**Run 1: placed cells, one color a class**

Fill, decap, tap and diode cells in gray.
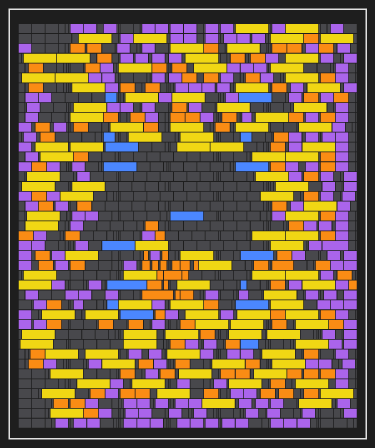
**Run 1: a small window of the routed layout**

Scale bar: 20 µm. Window x 0 to 50, y 4 to 54 µm. Cells in gray, sequential cells in the stronger gray; small squares are vias.
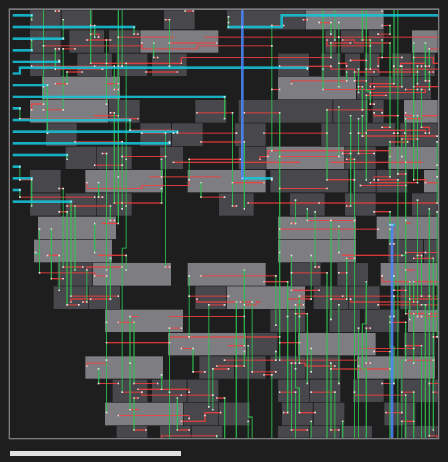
**Run 1: where the registers sit**

Other sequential cells in the stronger gray, the rest of the logic in the fainter gray.
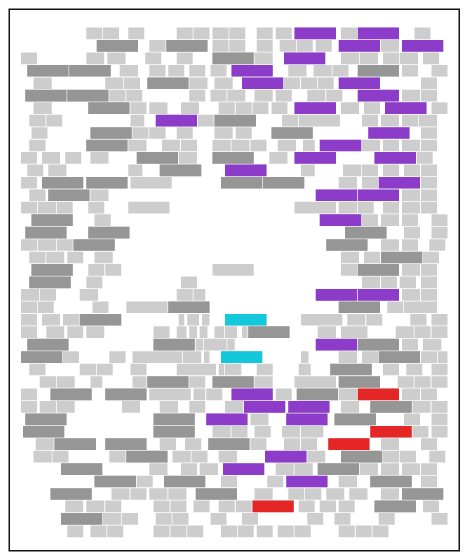
[src/rtl/core_bus_bridge.sv]
// ----------------------------------------------------------------------------
// core_bus_bridge
//
// Bus-clock-domain endpoint for a half-rate core. The core clock is clk_i
// divided by two; this block regenerates that phase internally and uses it to
// decide when core_req_i may be sampled.
//
// A request is captured only on a "mid edge" (phase==1 before the edge). That
// is the half of the core cycle in which the core's outputs are stable. Each
// captured request becomes one classic Wishbone cycle. The response is then
// held until the next "core edge" (phase==0 before the edge), so the core
// samples it exactly once.
//
// Optional feature, selected by the BUS_TIMEOUT_EN macro:
//   defined   - a bus cycle that gets no ack/err within TIMEOUT bus clocks is
//               aborted and answered as an error
//   undefined - the bridge waits for the slave indefinitely; TIMEOUT is unused
//
// Parameters
//   ADDR_WIDTH   address width
//   DATA_WIDTH   data width; byte-select width is DATA_WIDTH/8
//   TIMEOUT      bus clocks before abort (BUS_TIMEOUT_EN only)
//
// Ports
//   clk_i, rst_i          bus clock, asynchronous active-high reset
//   core_req_i            core request, held for whole core cycles
//   core_we_i             1 = write
//   core_addr_i           request address
//   core_dat_i            write data
//   core_sel_i            byte selects
//   core_dat_o            read data, valid with core_ready_o
//   core_ready_o          response valid
//   core_err_o            response is an error, valid with core_ready_o
//   wb_cyc_o, wb_stb_o    bus cycle / strobe (always equal)
//   wb_we_o               bus write
//   wb_adr_o              bus address
//   wb_dat_o              bus write data
//   wb_sel_o              bus byte selects
//   wb_dat_i              bus read data
//   wb_ack_i, wb_err_i    bus termination
// ----------------------------------------------------------------------------
module core_bus_bridge #(
  parameter int ADDR_WIDTH = 32,
  parameter int DATA_WIDTH = 32,
  parameter int TIMEOUT    = 1023
) (
  input  logic                    clk_i,
  input  logic                    rst_i,
  input  logic                    core_req_i,
  input  logic                    core_we_i,
  input  logic [ADDR_WIDTH-1:0]   core_addr_i,
  input  logic [DATA_WIDTH-1:0]   core_dat_i,
  input  logic [DATA_WIDTH/8-1:0] core_sel_i,
  output logic [DATA_WIDTH-1:0]   core_dat_o,
  output logic                    core_ready_o,
  output logic                    core_err_o,
  output logic                    wb_cyc_o,
  output logic                    wb_stb_o,
  output logic                    wb_we_o,
  output logic [ADDR_WIDTH-1:0]   wb_adr_o,
  output logic [DATA_WIDTH-1:0]   wb_dat_o,
  output logic [DATA_WIDTH/8-1:0] wb_sel_o,
  input  logic [DATA_WIDTH-1:0]   wb_dat_i,
  input  logic                    wb_ack_i,
  input  logic                    wb_err_i
);

  typedef enum logic [1:0] {
    IDLE = 2'd0,
    BUS  = 2'd1,
    HOLD = 2'd2
  } state_t;

  state_t state, state_nxt;

  // phase==0 before an edge marks a core rising edge; phase==1 a mid edge.
  logic phase;

  logic accept;        // capture the core request and open a bus cycle
  logic term_ack;      // normal termination
  logic term_err;      // error termination (slave error or timeout)
  logic release_hold;  // core has sampled the response
  logic tmo_hit;       // bus cycle has run out of time

  // --------------------------------------------------------------------------
  // Next-state and control decode
  // --------------------------------------------------------------------------
  always_comb begin
    state_nxt    = state;
    accept       = 1'b0;
    term_ack     = 1'b0;
    term_err     = 1'b0;
    release_hold = 1'b0;
    case (state)
      IDLE: begin
        // Only the mid edge sees the core's request in its stable half.
        if (phase && core_req_i) begin
          accept    = 1'b1;
          state_nxt = BUS;
        end
      end
      BUS: begin
        // A real termination always beats the timeout, and err beats ack.
        if (wb_err_i) begin
          term_err  = 1'b1;
          state_nxt = HOLD;
        end else if (wb_ack_i) begin
          term_ack  = 1'b1;
          state_nxt = HOLD;
        end else if (tmo_hit) begin
          term_err  = 1'b1;
          state_nxt = HOLD;
        end
      end
      HOLD: begin
        // Leaving on the core edge means that edge samples the response and
        // the next acceptance can happen no earlier than the following mid
        // edge, so one core cycle never yields two bus cycles.
        if (!phase) begin
          release_hold = 1'b1;
          state_nxt    = IDLE;
        end
      end
      default: state_nxt = IDLE;
    endcase
  end

  // --------------------------------------------------------------------------
  // State, phase and registered outputs
  // --------------------------------------------------------------------------
  always_ff @(posedge clk_i or posedge rst_i) begin
    if (rst_i) begin
      state        <= IDLE;
      phase        <= 1'b0;
      wb_cyc_o     <= 1'b0;
      wb_we_o      <= 1'b0;
      wb_adr_o     <= '0;
      wb_dat_o     <= '0;
      wb_sel_o     <= '0;
      core_dat_o   <= '0;
      core_ready_o <= 1'b0;
      core_err_o   <= 1'b0;
    end else begin
      state <= state_nxt;
      phase <= ~phase;

      if (accept) begin
        wb_cyc_o <= 1'b1;
        wb_we_o  <= core_we_i;
        wb_adr_o <= core_addr_i;
        wb_dat_o <= core_dat_i;
        wb_sel_o <= core_sel_i;
      end

      if (term_ack || term_err) begin
        wb_cyc_o     <= 1'b0;
        core_ready_o <= 1'b1;
        core_err_o   <= term_err;
      end

      // Writes and errored reads leave the last read data in place.
      if (term_ack && !wb_we_o) begin
        core_dat_o <= wb_dat_i;
      end

      if (release_hold) begin
        core_ready_o <= 1'b0;
        core_err_o   <= 1'b0;
      end
    end
  end

  assign wb_stb_o = wb_cyc_o;

  // --------------------------------------------------------------------------
  // Optional bus timeout
  // --------------------------------------------------------------------------
`ifdef BUS_TIMEOUT_EN
  localparam int CNT_W = (TIMEOUT < 2) ? 1 : $clog2(TIMEOUT);

  logic [CNT_W-1:0] tmo_cnt;

  // Counts completed BUS cycles; the TIMEOUT-th one aborts.
  always_ff @(posedge clk_i or posedge rst_i) begin
    if (rst_i) begin
      tmo_cnt <= '0;
    end else if (accept) begin
      tmo_cnt <= '0;
    end else if (state == BUS) begin
      tmo_cnt <= tmo_cnt + CNT_W'(1);
    end
  end

  assign tmo_hit = (tmo_cnt == CNT_W'(TIMEOUT - 1));
`else
  assign tmo_hit = 1'b0;

  logic unused_timeout;
  assign unused_timeout = (TIMEOUT != 0);
`endif

endmodule

[config.mk]
export PLATFORM = sky130hd
export DESIGN_NAME = core_bus_bridge
export DESIGN_NICKNAME = d
export VERILOG_FILES = /design/src/rtl/core_bus_bridge.sv
export SDC_FILE = /design/constraint.sdc
export NUM_CORES = 1
export LEC_CHECK = 0
export CAP_MARGIN = 30
export CORE_AREA = 2 2 96 116
export CTS_CLUSTER_SIZE = 25
export DETAILED_ROUTE_END_ITERATION = 8
export DIE_AREA = 0 0 98 118
export PLACE_DENSITY = 0.82
export SLEW_MARGIN = 20
export SYNTH_ARGS = -nofsm -noshare
export SYNTH_HDL_FRONTEND = slang
export SYNTH_SLANG_ARGS = --single-unit
[constraint.sdc]
create_clock -name clk_i -period 4.5 [get_ports clk_i]
set_input_delay 1.35 -clock clk_i [delete_from_list [all_inputs] [get_ports clk_i]]
set_output_delay 1.35 -clock clk_i [all_outputs]
set_load 0.01 [all_outputs]
==> impl_metrics.yaml, run 1 <==
# generated from flow reports
run_status:
  run_status: "finished clean"
floorplanning:
  chipArea_mm2: 0.0116
  coreArea_mm2: 0.0104
  die_y_um: 118
cells_and_area:
  lay_top_cells: "clkdlybuf4s50_1, dfrtp_1, mux2_2"
  n_antenna_cell: 0
  drive_above_1_share: 0.279
final_timing:
  slew_violations: 0
  finalClockPeriodUsage: 0.638
  setup_viol: 0
synth:
  synthCells: 240
  synth_seq_share: 0.654
  ys_chip_area_mm2: 0.00410
  yosys_cells: 240
  syn_area_mm2: 0.00410
clock_tree:
  hold_buffers: 0
  cts_made_buffers: 9
  clockRootBuffer: "clkbuf_16"
  postCtsSetupBuffers: 0
  htreeDepth: 3
worst_hold_path:
  hold_path_depth: 1
worst_setup_path:
  cp_max_fo: 37
  cp-end-kind: "flop"
  path_cells: "clkdlybuf4s50_1, and4bb_4, buf_12, mux2_2"
  reg2regPathDepth: 3
power_and_ir_drop:
  p_leak_nw: 2.72
  power.total_mw: 3.28
global_route:
  gr-total-overflow: 0
drt:
  remaining_drc_errors: 0
  vias: 2792
  ant_nets: 0
## Picture notes: 'placed cells, one color a class'
legend:
  purple:
    class: remaining buffers and delay cells
    cells: 215
  orange:
    class: combinational and other logic
    cells: 121
  yellow:
    class: sequential cells
    cells: 107
  blue:
    class: clock drivers and dummy loads
    cells: 16

## Picture notes: 'a small window of the routed layout'
legend:
  cyan:
    layer: metal 3
  red:
    layer: metal 1
  blue:
    layer: metal 4
  green:
    layer: metal 2
sequential cells in the window: 24
netlist names of flops here include: core_dat_o (11), wb_dat_o (8)
most frequent: clkdlybuf4s50_1 (46), dfrtp_1 (24), mux2_2 (22)
cells with their middle in the window: 113

## Picture notes: 'where the registers sit'
legend:
  purple:
    netlist_name: wb_adr_o
    placed_flops: 32
  red:
    netlist_name: wb_sel_o
    placed_flops: 4
    where: bottom right
  cyan:
    netlist_name: state
    placed_flops: 2

==> run 1: routing by layer <==
layer  track usage  routed length, µm
met2         0.280               4770
met5             0                  0
met3        0.0540                815
met4        0.0729                212
met1         0.199               3630
==> run 1: per-stage QoR <==
step	setup slack [ns]	utilization	area (µm²)	hold WS, ns	cells
2_1_floorplan	0.333	-	4100	0.421	240
3_3_place_gp	1.21	0.601	6260	0.488	571
3_5_place_dp	1.17	0.601	6260	0.472	571
4_1_cts	1.52	0.631	6570	0.484	587
5_1_grt	1.55	0.633	6590	0.516	588
6_report	1.63	0.633	6590	0.486	588
==> run 1: power groups by stage <==
stage          clock network (mW)  registers (mW)  logic (mW)
3_3_place_gp                    0            1.37        1.11
2_1_floorplan                   0            1.50       0.321
3_5_place_dp                    0            1.38        1.13
5_1_grt                     0.871            1.40        1.19
6_report                    0.798            1.36        1.12
4_1_cts                     0.826            1.37        1.14
==> run 1: registers in the layout (all words and copies together), names as in the netlist <==
register and flops:
core_dat_o 32, wb_adr_o 32, wb_dat_o 32, wb_sel_o 4, state 2, core_err_o 1
core_ready_o 1, phase 1, wb_cyc_o 1, wb_we_o 1
==> run 1: synthesized netlist by cell type, drive strengths merged <==
cell type / n / area [µm²]
o22a: 1 / 10.0
o21ai: 1 / 5.00
nor2: 2 / 7.51
inv: 3 / 11.3
nor4b: 1 / 23.8
o21ba: 1 / 10.0
o31ai: 1 / 7.51
buf: 12 / 131
nor2b: 1 / 6.26
nor3: 1 / 5.00
and4bb: 1 / 12.5
nand2b: 2 / 20.0
mux2: 101 / 1140
dfrtp: 107 / 2680
a21oi: 3 / 15.0
nand3b: 2 / 15.0
==> run 1: cells by family (layout without fill, tap and decap cells) <==
group,count (synthesis),in the layout,synth area share
flops,107,107,0.654
mux,101,101,0.278
simple gates,10,10,0.0220
compound gates,7,7,0.0116
buf+inv,15,234,0.0348
==> run 1: area by class of cell <==
type / count / share of cell area
repair buffers: 215 / 0.326
multi-input cells: 118 / 0.194
flip-flops and latches: 107 / 0.406
inverters: 3 / 0.00209
clock inverters: 6 / 0.0106
well taps: 129 / 0.0245
clock buffers: 10 / 0.0362
==> run 1: final timing paths <==
kind	from	endpoint	slack (ns)
max in group asynchronous	rst_i	core_dat_o[9]	2.32
max	core_req_i	wb_dat_o[28]	1.63
min in group asynchronous	rst_i	wb_dat_o[18]	1.45
min	phase	phase	0.49
min reg2reg	phase	phase	0.49
max reg2reg	state[1]	wb_dat_o[28]	2.52
==> run 1: worst max-delay path, delay by kind of cell <==
kind	cells	cell delay, ns
buffers and inverters	2	0.74
AND/OR/NAND/NOR	1	0.61
multiplexers	1	0.36
==> run 2: changes to the inputs <==
==> constraint.sdc (replaced) <==
create_clock -name clk_i -period 2.78 [get_ports clk_i]
set_input_delay 0.834 -clock clk_i [delete_from_list [all_inputs] [get_ports clk_i]]
set_output_delay 0.834 -clock clk_i [all_outputs]
set_load 0.01 [all_outputs]
==> run 2 against run 1 <==
Sequential share of layout area shrank 0.14 points. Clock power grew 62%. Utilization grew 0.22 points. Setup slack lost 1.0 ns. Clock skew grew 0.0035 ns. Cell area grew 0.34%. Register-to-register slack lost 1.5 ns. Combinational power grew 63%. Critical path type is now reg2out. Global-route usage grew 0.25 points. Die size is the same. Critical path depth shrank 3.
==> impl_metrics.yaml, run 2 <==
# generated from flow reports
floorplanning:
  coreArea_mm2: 0.0104
  die_y_um: 118
final_timing:
  tightest_slew_ns: 0.645
  finalClockPeriodUsage: 0.775
  holdWs_ns: 0.474
  setup_viol: 0
synth:
  top_cell: "dfrtp_1"
  ys_chip_area_mm2: 0.00410
  largest_area_cell: "dfrtp_1"
  top_cell_area_share: 0.654
  topCellsByArea: "dfrtp_1, mux2_2, buf_6"
  synthArstFlopShare: 1.00
  syn_area_mm2: 0.00410
  ff_type: "dfrtp_1"
  yosys_cells: 240
  top_cells_by_count: "dfrtp_1, mux2_2, buf_6"
  synthCells: 240
cells_and_area:
  drive_above_1_share: 0.273
  reg.largest.list: "core_dat_o: 32 flops, wb_adr_o: 32 flops, wb_dat_o: 32 flops"
  lay_top_cells: "clkdlybuf4s50_1, dfrtp_1, mux2_2"
  final_cell_count_no_fill: 587
  n_antenna_cell: 0
worst_setup_path:
  reg2regPathDepth: 3
  cp.depth: 1
  cp_num_buf_inv: 1
  r2r_setup_slack_ns: 1.06
  r2r_start: "state[0]"
  r2r-end: "wb_dat_o[30]"
  cp_max_fo: 3
  endpoint: "wb_we_o"
  crit_family: "buffers and inverters"
  cp-end-kind: "primary output"
  startpoint: "wb_we_o"
drt:
  ant_nets: 0
  vias: 2790
placed_design:
  dp.cells: 573
  place_congestion: 0.708
run_status:
  run_status: "finished clean"
clock_tree:
  cts_made_buffers: 9
  clockRootBuffer: "clkbuf_16"
  hold_buffers: 0
  htreeDepth: 3
run:
  drv_cap: 0
power_and_ir_drop:
  p_leak_nw: 2.72
## run 2: worst min path at each step
stage,startpoint,to,slack (ns),cells past startpoint
floorplan,phase,phase,0.42,1
global placement,phase,phase,0.49,1
detailed placement,phase,phase,0.47,1
CTS,phase,phase,0.48,1
global route,wb_adr_o[19],wb_adr_o[19],0.52,1
finish,phase,phase,0.47,1
## run 2: logic make-up (layout without fill, tap and decap cells)
| logic type | count (synthesis) | in the layout | share of synthesized area |
|---|---|---|---|
| and+or+nand+nor | 10 | 10 | 0.0220 |
| buffers and inverters | 15 | 233 | 0.0348 |
| AOI/OAI and AO/OA | 7 | 7 | 0.0116 |
| muxes | 101 | 101 | 0.278 |
| DFF | 107 | 107 | 0.654 |
## run 2: per-layer routing
metal / vias to the layer above / track usage / wire length, µm
met3: 21 / 0.0724 / 866
li1: 1271 / - / -
met5: - / 0 / 0
met1: 1362 / 0.190 / 3660
met4: 0 / 0.0634 / 240
met2: 136 / 0.289 / 4840
## run 2: power by group
| part | total (mW) | internal (mW) | leakage, nW | switching, mW |
|---|---|---|---|---|
| registers | 2.20 | 1.98 | 1.27 | 0.220 |
| logic | 1.82 | 1.20 | 1.31 | 0.620 |
| clock network | 1.29 | 0.778 | 0.145 | 0.516 |
| total | 5.32 | 3.96 | 2.72 | 1.36 |
## run 2: area by class of cell
type | instances | area share
multi-input cells | 118 | 0.193
clock inverters | 3 | 0.00984
repair buffers | 216 | 0.330
inverters | 3 | 0.00227
clock buffers | 11 | 0.0352
flip-flops and latches | 107 | 0.405
well taps | 129 | 0.0244
## run 2: through the flow
stage	cell area [µm²]	total power [mW]	worst slack, ns	utilization
CTS	6620	5.40	0.609	0.635
finish	6620	5.32	0.626	0.635
floorplan	4100	2.94	0.658	-
global route	6620	5.61	0.570	0.635
global placement	6320	4.02	0.348	0.607
detailed placement	6320	4.08	0.323	0.607
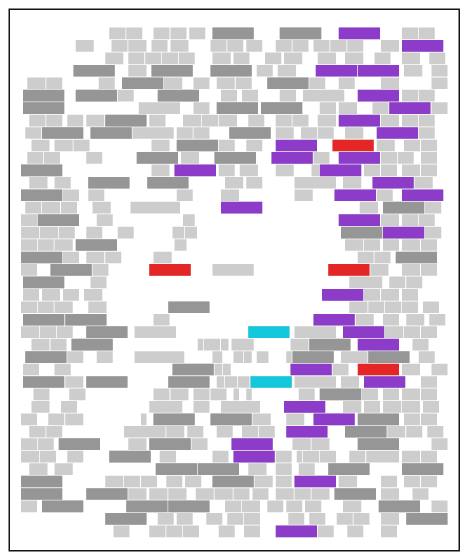
**Above:** run 2 (where the registers sit).
Other sequential cells in the stronger gray, the rest of the logic in the fainter gray.
legend:
  cyan:
    netlist_name: state
    placed_flops: 2
  purple:
    netlist_name: wb_adr_o
    placed_flops: 32
  red:
    netlist_name: wb_sel_o
    placed_flops: 4
not colored: 69

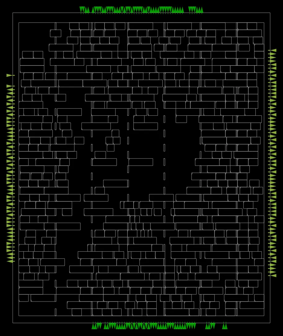
**Above:** run 2 (cell placement).
num rows: 41
fin util: 0.635
Fill cells: 783
register share of the cell area: 0.405

Power figures rest on the tool's default switching activity, not on a simulated workload.
